**src/rtl/decodificador_pt2272_param.sv**
```systemverilog
// PT2262-format trinary word decoder using pulse-width measurement, resynchronised on every rising edge of cod_i.
// D/dv update one clk after the closing sync-gap tick of the confirming word; there is no backpressure, so words arriving while busy are lost.
module decodificador_pt2272_param #(
    parameter int N_ADDR   = 8,
    parameter int N_DATA   = 4,
    parameter int CLK_DIV  = 250,
    parameter int LATCH    = 1,
    parameter int CONFIRM  = 2,
    parameter int SYNC_MIN = 96,
    parameter int TIMEOUT  = 160
) (
    input  logic              clk,
    input  logic              reset,
    input  logic [N_ADDR-1:0] A_val,
    input  logic [N_ADDR-1:0] A_flt,
    input  logic              cod_i,
    output logic [N_DATA-1:0] D,
    output logic              dv,
    output logic              vt,
    output logic              err
);

    localparam int NSYM  = N_ADDR + N_DATA;
    localparam int TOTAL = 2 * NSYM + 1;
    localparam int PW    = $clog2(TOTAL + 1);
    localparam int SW    = PW - 1;
    localparam int TW    = (CLK_DIV > 1) ? $clog2(CLK_DIV) : 1;
    localparam int LW    = $clog2(TIMEOUT + 2);
    localparam int HW    = 4;

    typedef enum logic [2:0] {HUNT, WAIT_EDGE, HIGH, LOW, SYNC_CHK, EVAL} state_t;

    state_t              state;
    logic                cod_s1, cod_s2, cod_d;
    logic                rise, fall;
    logic [TW-1:0]       tick_cnt;
    logic                tick_en;
    logic [HW-1:0]       high_cnt, high_nxt;
    logic [LW-1:0]       low_cnt, low_nxt;
    logic [PW-1:0]       pcnt;
    logic [SW-1:0]       sym_idx;
    logic                first_long;
    logic [N_ADDR-1:0]   rx_aval, rx_aflt;
    logic [N_DATA-1:0]   rx_dat, prev_dat;
    logic [2:0]          cnt, cnt_new;
    logic                h_short, h_long, last_pulse, is_data;
    logic                frame_err, timeout, addr_ok, same;

    always_ff @(posedge clk or negedge reset) begin
        if (!reset) begin
            cod_s1   <= 1'b0;
            cod_s2   <= 1'b0;
            cod_d    <= 1'b0;
            tick_cnt <= '0;
            high_cnt <= '0;
            low_cnt  <= '0;
        end else begin
            cod_s1   <= cod_i;
            cod_s2   <= cod_s1;
            cod_d    <= cod_s2;
            tick_cnt <= tick_en ? '0 : tick_cnt + 1'b1;
            high_cnt <= high_nxt;
            low_cnt  <= low_nxt;
        end
    end

    assign rise    = cod_s2 & ~cod_d;
    assign fall    = ~cod_s2 & cod_d;
    assign tick_en = (tick_cnt == TW'(CLK_DIV - 1));

    // Edge clocks seed the counter with their own tick so widths are exact multiples of CLK_DIV.
    always_comb begin
        high_nxt = high_cnt;
        if (rise)
            high_nxt = HW'(tick_en);
        else if (cod_s2 && tick_en && high_cnt != '1)
            high_nxt = high_cnt + 1'b1;

        low_nxt = low_cnt;
        if (rise)
            low_nxt = '0;
        else if (fall)
            low_nxt = LW'(tick_en);
        else if (!cod_s2 && tick_en && low_cnt != LW'(TIMEOUT + 1))
            low_nxt = low_cnt + 1'b1;
    end

    assign h_short    = (high_cnt >= HW'(2)) && (high_cnt <= HW'(7));
    assign h_long     = (high_cnt >= HW'(8)) && (high_cnt <= HW'(14));
    assign sym_idx    = pcnt[PW-1:1];
    assign last_pulse = (pcnt == PW'(TOTAL - 1));
    assign is_data    = (sym_idx >= SW'(N_ADDR));
    assign timeout    = (low_cnt > LW'(TIMEOUT));

    always_comb begin
        frame_err = 1'b0;
        case (state)
            HIGH: begin
                if (fall) begin
                    if (!(h_short || h_long))
                        frame_err = 1'b1;
                    else if (last_pulse)
                        frame_err = !h_short;
                    else if (pcnt[0])
                        frame_err = (first_long && h_short) || (is_data && !first_long && h_long);
                end else if (high_cnt == '1) begin
                    frame_err = 1'b1;
                end
            end
            LOW:      frame_err = (pcnt != PW'(TOTAL)) && (low_cnt > LW'(28));
            SYNC_CHK: frame_err = rise;
            default:  frame_err = 1'b0;
        endcase
    end

    always_comb begin
        addr_ok = 1'b1;
        for (int i = 0; i < N_ADDR; i++) begin
            if (A_flt[i]) begin
                if (!rx_aflt[i]) addr_ok = 1'b0;
            end else if (rx_aflt[i] || (rx_aval[i] != A_val[i])) begin
                addr_ok = 1'b0;
            end
        end

        same = (cnt != 3'd0) && (rx_dat == prev_dat);
        if (!same)
            cnt_new = 3'd1;
        else if (cnt >= 3'(CONFIRM))
            cnt_new = 3'(CONFIRM);
        else
            cnt_new = cnt + 3'd1;
    end

    always_ff @(posedge clk or negedge reset) begin
        if (!reset) begin
            state      <= HUNT;
            pcnt       <= '0;
            first_long <= 1'b0;
            rx_aval    <= '0;
            rx_aflt    <= '0;
            rx_dat     <= '0;
            prev_dat   <= '0;
            cnt        <= '0;
            D          <= '0;
            dv         <= 1'b0;
            vt         <= 1'b0;
            err        <= 1'b0;
        end else begin
            dv  <= 1'b0;
            err <= 1'b0;
            case (state)
                HUNT: if (!cod_s2 && low_cnt >= LW'(SYNC_MIN)) state <= WAIT_EDGE;
                WAIT_EDGE: if (rise) begin
                    state <= HIGH;
                    pcnt  <= '0;
                end
                HIGH: if (fall) begin
                    pcnt  <= pcnt + 1'b1;
                    state <= LOW;
                    if (!pcnt[0]) begin
                        first_long <= h_long;
                    end else begin
                        for (int i = 0; i < N_ADDR; i++)
                            if (sym_idx == SW'(i)) begin
                                rx_aval[i] <= first_long;
                                rx_aflt[i] <= !first_long && h_long;
                            end
                        // Data arrives MSB first, right after the address.
                        for (int j = 0; j < N_DATA; j++)
                            if (sym_idx == SW'(NSYM - 1 - j)) rx_dat[j] <= h_long;
                    end
                end
                LOW: begin
                    if (pcnt == PW'(TOTAL))
                        state <= SYNC_CHK;
                    else if (rise)
                        state <= HIGH;
                end
                SYNC_CHK: if (low_nxt >= LW'(SYNC_MIN)) state <= EVAL;
                EVAL: begin
                    state <= WAIT_EDGE;
                    if (!addr_ok) begin
                        cnt <= '0;
                        vt  <= 1'b0;
                        if (LATCH == 0) D <= '0;
                    end else begin
                        prev_dat <= rx_dat;
                        cnt      <= cnt_new;
                        if (cnt_new == 3'(CONFIRM)) begin
                            vt <= 1'b1;
                            D  <= rx_dat;
                            if (!vt || (D != rx_dat)) dv <= 1'b1;
                        end
                    end
                end
                default: state <= HUNT;
            endcase

            if (frame_err) begin
                err   <= 1'b1;
                cnt   <= '0;
                vt    <= 1'b0;
                state <= HUNT;
                if (LATCH == 0) D <= '0;
            end
            if (timeout) begin
                vt  <= 1'b0;
                cnt <= '0;
                if (LATCH == 0) D <= '0;
            end
        end
    end

endmodule

```
**config.mk**
```make
export PLATFORM = sky130hd
export DESIGN_NAME = decodificador_pt2272_param
export DESIGN_NICKNAME = d
export VERILOG_FILES = /design/src/rtl/decodificador_pt2272_param.sv
export SDC_FILE = /design/constraint.sdc
export NUM_CORES = 1
export LEC_CHECK = 0
export CAP_MARGIN = 20
export CORE_ASPECT_RATIO = 1.5
export CORE_UTILIZATION = 53
export CTS_CLUSTER_SIZE = 14
export DETAILED_ROUTE_END_ITERATION = 7
export GPL_ROUTABILITY_DRIVEN = 0
export PLACE_DENSITY = 0.73
export SLEW_MARGIN = 20
export SYNTH_ARGS = -nofsm -noshare
export SYNTH_HDL_FRONTEND = slang
export SYNTH_SLANG_ARGS = --single-unit
```
**constraint.sdc**
```tcl
create_clock -name clk -period 2.4 [get_ports clk]
set_clock_uncertainty 0.1 [all_clocks]
set_input_delay 0.48 -clock clk [delete_from_list [all_inputs] [get_ports clk]]
set_output_delay 0.48 -clock clk [all_outputs]
set_load 0.005 [all_outputs]
```
run_1/layer_met1.png
Scale bar: 20 um. Supply wires on this layer in gray.
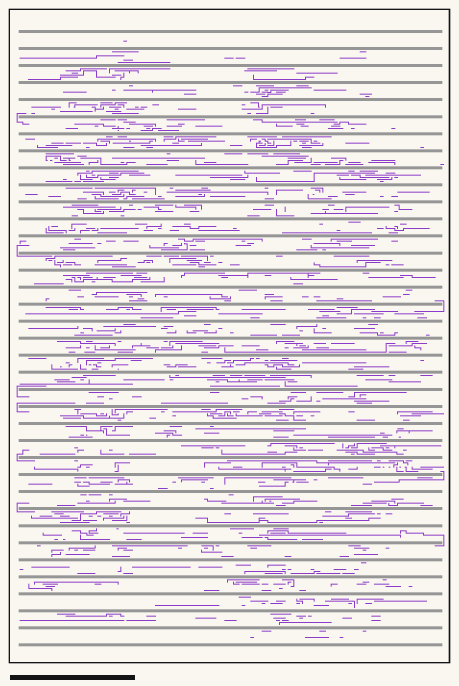
longest straight run: 25.8 um
wire length on this layer: 3030 um
main direction: horizontal

run_1/layer_met2.png
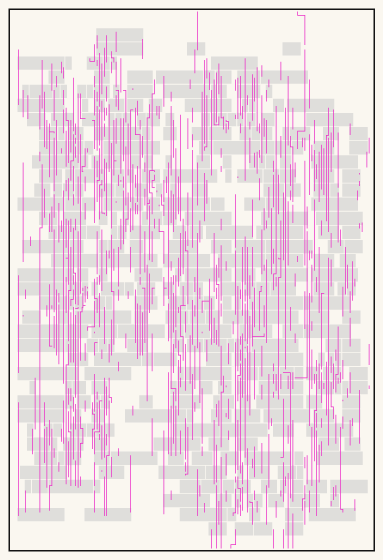
wire length on this layer: 4010 um
longest straight run: 54.8 um
share of all routed wire: 54%
nets with wire on the layer: 366
main direction: vertical

run_1/layer_met3.png
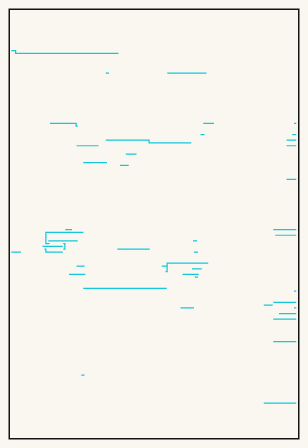
share of all routed wire: 2.9%
longest straight run: 24.8 um
wire length on this layer: 220 um

run_1/layer_met4.png
Scale bar: 20 um. Supply wires on this layer in gray.
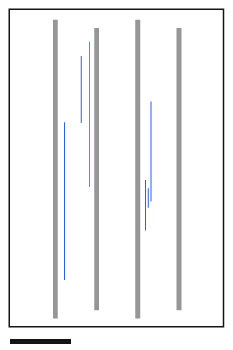
longest straight run: 51.7 um
main direction: vertical

==> qor.txt, run 1 <==
Unique cell types = 61
Syn Area/Cell = 10.2 um2
Worst-Margin Slew = 465 ps
Final std cells w/o fill = 488
Post-DP HPWL = 5.37 mm
Initial antenna violation count = 0
CTS Sinks = 66
Post-DP Area = 0.00415 mm2
Worst VDD drop = 669 uV
CTS Buf Count = 9
Clock buffer depth = 2
Hold Slack = 31.7 ps
# Taps = 76
WS Path Type = in -> reg
Number of global-route vias before repair = 2862
Fill count = 545
Hold Path Class = in -> async
Sw power = 0.000469 W
Top Family by Delay on Critical Path = simple AND/OR/NAND/NOR gates
Routing usage on met1 = 24.6%
Final setup margin = 91.3 ps
Met2 Track Usage GR = 40.2%
P_comb = 0.0000916 W
Slew headroom = 68.7%
Comb area share = 43.3%
DR vias = 2807
Largest net degree at the start of global routing = 67
Clock slew at reported path FFs = 70 ps
H-tree depth = 3
Die ar. = 0.00729 mm2
Setup WS pre-CTS = -327 ps
Sum Neg Setup Slack = 0 ps
P per Cell Area = 538 mW/mm2
Outcome = completed
Wire length on met2 = 4.01 mm
Top post-synthesis cells by area = dfrtp_1 45%, mux2_2 8.9%, xor2_1 5.2%
Row count = 36
Critical Path Sink Type = register
Top cell excl fill/tap = dfrtp_1
Fmax = 0.433 GHz
Fin. max-slew vios = 0
Post-synthesis sequential area ratio = 44.9%
Pre-Repair DR Iteration Count = 4
Post-synth regs = 66
PortBufs = 25
Tool Warnings = 34
Leading cell kind = logic gates
Critical Path RT = 2530 ps
ClkCell Share = 5.73%
Die Height = 104 um
All-Layer GR Usage = 22.2%
# clk buffers = 12
Seq_cells = 66
Cell Chain, Critical Path = clkdlybuf4s50_1 -> inv_1 -> a222oi_1 -> o211ai_1 -> nor4_2 -> and2_2 -> mux2_2
Top-area cell type share of the netlist area = 44.9%
Logic pwr share = 3.9%
Buf/Inv on CP = 2
Multi-input gates = 264
CTS tree = yes
Gr ovfl total = 0
Core area = 0.00662 mm2
First-pass GRT wire length = 12.9 mm
Nets@finish = 439
Sequential share of power = 47.0%
Synth warnings = 0
-- run 1: cells by family (layout without fill, tap and decap cells) --
| kind of cell | count (synthesis) | in the layout | share of synthesized area [%] |
|---|---|---|---|
| simple gates | 130 | 130 | 20.2 |
| flops | 66 | 66 | 44.9 |
| compound gates | 62 | 62 | 11.3 |
| buf+inv | 31 | 82 | 3.26 |
| mux | 30 | 30 | 9.14 |
| xor+xnor | 29 | 29 | 6.90 |
| fa+ha+maj | 13 | 13 | 4.42 |
-- run 1: worst paths after layout --
check | slack (ps) | depth (start not counted) | endpoint | from
worst max-delay path | 90 | 7 | prev_dat[1] | A_flt[2]
min in group clk | 260 | 0 | cod_s2 | cod_s1
worst min-delay path | 30 | 2 | rx_aval[1] | reset
worst max register to register | 180 | 8 | cnt[1] | pcnt[1]
max in group asynchronous | 1870 | 2 | tick_cnt[0] | reset
worst min register to register | 260 | 0 | cod_s2 | cod_s1
-- run 1: synth_stat cells (3+ instances only) --
cell type / number
a31oi_1: 3
nand2_1: 25
xnor2_1: 7
o22ai_1: 3
and3_1: 6
buf_2: 3
nor2_1: 31
nand3b_1: 4
clkbuf_1: 9
xor2_1: 22
nor2_2: 3
inv_1: 18
nand3_1: 15
dfrtp_1: 66
a21oi_1: 14
ha_1: 13
nor3_1: 10
mux2_2: 29
o21ai_0: 18
nand2b_1: 4
-- run 1: sequential cells by signal, summed over array words and instances (netlist names), 3 cells and up --
register / flops
cnt: 3
state: 3
rx_aval: 8
tick_cnt: 8
low_cnt: 8
rx_dat: 4
rx_aflt: 8
pcnt: 5
D: 4
high_cnt: 4
prev_dat: 4
-- run 1: what timing repair did --
action,4_1_cts,5_1_grt
endpoints found under the setup margin,1,4
gates resized,1,0
pin swaps,0,1
setup buffers,0,1
run_1/congestion.png
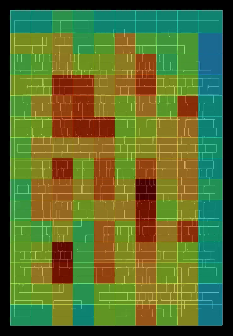

==> run 1 -> run 2 <==
--- a/config.mk
+++ b/config.mk
@@ -11,7 +11,7 @@
 export CTS_CLUSTER_SIZE = 14
 export DETAILED_ROUTE_END_ITERATION = 7
 export GPL_ROUTABILITY_DRIVEN = 0
-export PLACE_DENSITY = 0.73
+export PLACE_DENSITY = 0.86
 export SLEW_MARGIN = 20
 export SYNTH_ARGS = -nofsm -noshare
 export SYNTH_HDL_FRONTEND = slang
run_2/congestion.png
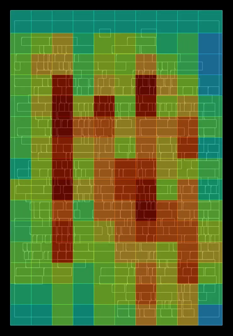
busiest metal layer after global routing: met2
Layout Utilization: 65.8%

run_2/layer_met1.png
Scale bar: 20 um. Supply wires on this layer in gray.
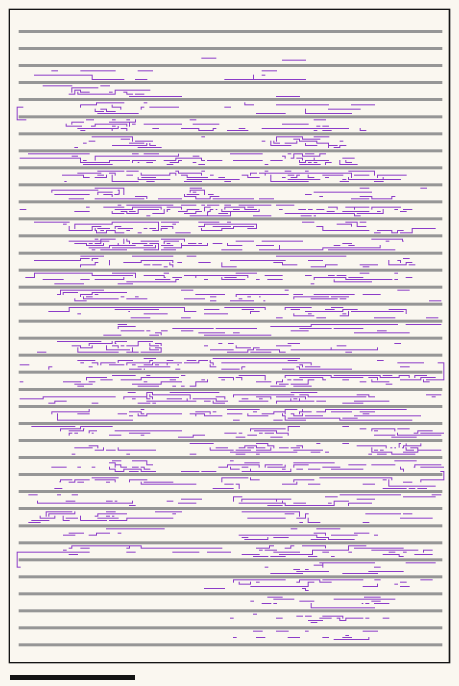
share of all routed wire: 39%
wire length on this layer: 2920 um
main direction: horizontal
nets with wire on the layer: 387

==> run 2 against run 1 <==
Effect of this change: area after synthesis unchanged; synthesized cell count unchanged; critical path type unchanged; sequential share of layout area up 0.46 points; sequential cell count unchanged; die area unchanged; critical path depth up 1; combinational power up 6.1%; non-clock buffer count down 5; worst hold slack worse by 2.5 ps; first-iteration DRC count up 23%; largest power group is now sequential cells; total power down 9.1%.
==> qor.txt, run 2 <==
Setup WS pre-CTS = -462 ps (-135 ps)
Final setup vio count = 0
Area grow syn2layout = 18.3%
# hold bufs at CTS = 0
Fill count = 520 (-4.6%)
Internal power = 0.00166 W
Area of the mapped netlist = 0.00368 mm2
Antenna Nets Post-Route = 0
DR vias = 2828 (+0.75%)
Sequential share of power = 51.7% (+4.7 points)
Static leakage = 1.99 nW
Final hold violations = 0
Worst setup SP type = primary input
DR DRC count = 0
Top post-synthesis cells by area = dfrtp_1 45%, mux2_2 8.9%, xor2_1 5.2%
Hold Path Class = in -> async
WS Path Type = in -> reg
CTS Sinks = 66 (unchanged)
Top Ports = 26
Critical path origin = A_flt[2]
P per Cell Area = 495 mW/mm2 (-8.0%)
YS chip area = 0.00368 mm2
Main flop type = dfrtp_1
Wirelength, routed = 7.42 mm
R2R Path End = cnt[1]
CP Max Fanout = 4
Met3 WL = 201 um
Core area = 0.00662 mm2 (unchanged)
Fmax = 0.434 GHz (+0.21%)
Placed instance count = 465
Post-synthesis mux area share = 9.14% (unchanged)
Simple Share, Synth = 20.2% (unchanged)
Max-cap violations = 0
CTS root buf = clkbuf_8
Register-to-register setup slack = 130 ps (-50 ps)
Die X = 70.0 um
Top non-seq family = simple AND/OR/NAND/NOR gates
PortBufs = 25 (unchanged)
Unique cell types = 61 (unchanged)
H-tree depth = 3 (unchanged)
Cell type with the largest total area = dfrtp_1
Row count = 36 (unchanged)
Logic area = 0.00194 mm2
Post-synth EDFFs = 0
Slew headroom = 71.3% (+2.5 points)
Clock slew at reported path FFs = 70 ps (about the same)
Arr. time, crit path = 2440 ps
XOR Share, Synth = 6.90% (unchanged)
Syn_nets = 393
Pre-Repair DR Iteration Count = 5 (+1)
Top cell excl fill/tap = dfrtp_1
Fin. max-slew vios = 0 (unchanged)
CTS Buf Count = 9 (unchanged)
Post-synthesis sequential area ratio = 44.9% (unchanged)
Post-DP HPWL = 5.34 mm (-0.52%)
WL per Instance = 15.4 um
Final Cycle Share = 96.0%
Max stage delay on crit path = 480 ps
Initial antenna violation count = 0 (unchanged)
Cell Chain, Critical Path = clkdlybuf4s50_1 -> inv_1 -> a222oi_1 -> o211ai_1 -> nor4_2 -> buf_4 -> and2_2 -> mux2_2
Cell count in the Yosys report = 361
Fraction of layout cells with a size suffix above 1 = 21.1%
Critical Path RT = 2540 ps (about the same)
Final std cells w/o fill = 483 (-1.0%)
Tool Warnings = 34 (unchanged)
Top-count cell post-synth = dfrtp_1
CTS tree = yes
Wire length on met2 = 4.11 mm (+2.3%)
Buf/Inv on CP = 3 (+1)
Worst VDD drop = 433 uV (-35%)
Syn Area/Cell = 10.2 um2 (unchanged)
Die Height = 104 um (unchanged)
Aoi share = 11.3% (unchanged)
Worst-Margin Slew = 427 ps (-37.8 ps)
Reg2Reg Depth = 8 (unchanged)
Worst R2R Start = pcnt[1]
Clk Latency, worst-skew pair = 350 ps
Syn Inst Count = 361
Tmin final = 2300 ps
First-pass GRT wire length = 13.1 mm (+1.1%)
Critical Path Sink Type = register
Final setup margin = 96.2 ps (+4.94 ps)
N_diodes = 0
Post-synth regs = 66 (unchanged)
Outcome = completed
Number of global-route vias before repair = 2950 (+3.1%)
Top cells excl fill/tap = 66 x dfrtp_1, 31 x nor2_1, 29 x mux2_2
Sw Ratio = 22.8%
Register area = 0.00165 mm2
Post-synth ARST share = 100%
M1 wire length = 2.92 mm
Logic pwr share = 4.5% (+0.6 points)
Clock share of power = 43.8%
Die ar. = 0.00729 mm2 (unchanged)
Critical path's slowest cell = clkdlybuf4s50_1
Gr ovfl total = 0 (unchanged)
1st-iter DRT viols = 129
Synth warnings = 0 (unchanged)
Top-area cell type share of the netlist area = 44.9% (unchanged)
Power, Total = 0.00216 W
Synth cell count leaders = 66 x dfrtp_1, 31 x nor2_1, 29 x mux2_2
Clock buffer depth = 2 (unchanged)
Top Family by Delay on Critical Path = buffers and inverters
Highest Signal Layer = met4
Nets@finish = 434 (-1.1%)
Vias per cell = 5.86
Fp_density = 55.6%
Post-Synth Adder-Cell Area = 4.42% (unchanged)
Largest net degree at the start of global routing = 67 (unchanged)
All-Layer GR Usage = 22.4% (+0.21 points)
Sw power = 0.000492 W (+4.9%)
run_2/layer_met2.png
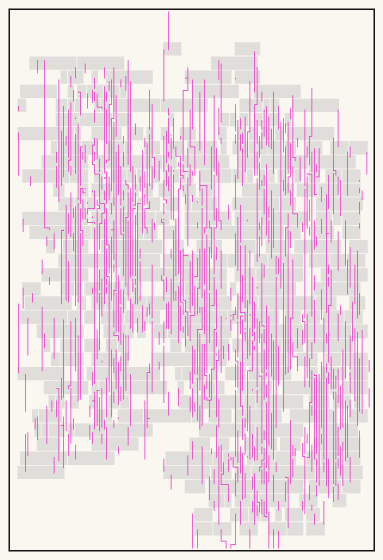
nets with wire on the layer: 377
wire length on this layer: 4110 um

run 2: cell counts after synthesis:
Identical to the previous run, type by type.
run 2: layout make-up:
| type | instances | area share, % |
|---|---|---|
| multi-input cells | 264 | 44.6 |
| clock inverters | 6 | 1.52 |
| clock buffers | 10 | 3.16 |
| repair buffers | 43 | 9.02 |
| well taps | 76 | 2.18 |
| inverters | 18 | 1.55 |
| flip-flops and latches | 66 | 37.9 |
run 2: how the worst max path moves through the flow:
stage                              to  slack (ps)  cells past startpoint
after floorplan                cnt[1]         180                      9
after global placement    prev_dat[3]        -250                      7
after detailed placement  prev_dat[3]        -460                      7
after CTS                    state[0]          10                      8
after global routing           cnt[0]         -10                      8
final                     prev_dat[3]         100                      8
run 2: power by group through the flow:
stage,clock network (W),logic (W),registers (W)
global placement,0,0.0000928,0.00114
floorplan,0,0.0000271,0.00114
global route,0.00100,0.000108,0.00112
CTS,0.000956,0.0000976,0.00112
detailed placement,0,0.0000963,0.00114
finish,0.000944,0.0000972,0.00112
run 2: layer usage:
layer  global-route usage (%)  up-vias
li1                         -     1356
met1                     23.9     1390
met2                     41.7       64
met3                     3.49       18
met4                     11.3        0
met5                        0        -
run 2: per-stage QoR:
stage | TNS [ps] | hold slack, ps | cell area [um2] | util (%)
after global placement | -1250 | 237 | 4100 | 61.9
after CTS | 0 | 46.7 | 4330 | 65.3
after global routing | -31.9 | 58.7 | 4350 | 65.8
after detailed placement | -3520 | 246 | 4100 | 61.9
final | 0 | 29.2 | 4350 | 65.8
after floorplan | 0 | 84.4 | 3680 | -
run 2: what timing repair did:
| action | in CTS | in global routing |
|---|---|---|
| setup endpoints to repair | 4 | 7 |
| cloned | 0 | 0 |
| buffers inserted | 2 | 0 |
| gates resized | 2 | 7 |
| pin swaps | 1 | 1 |
No activity file was given, so power comes from the tool's default toggle rates.
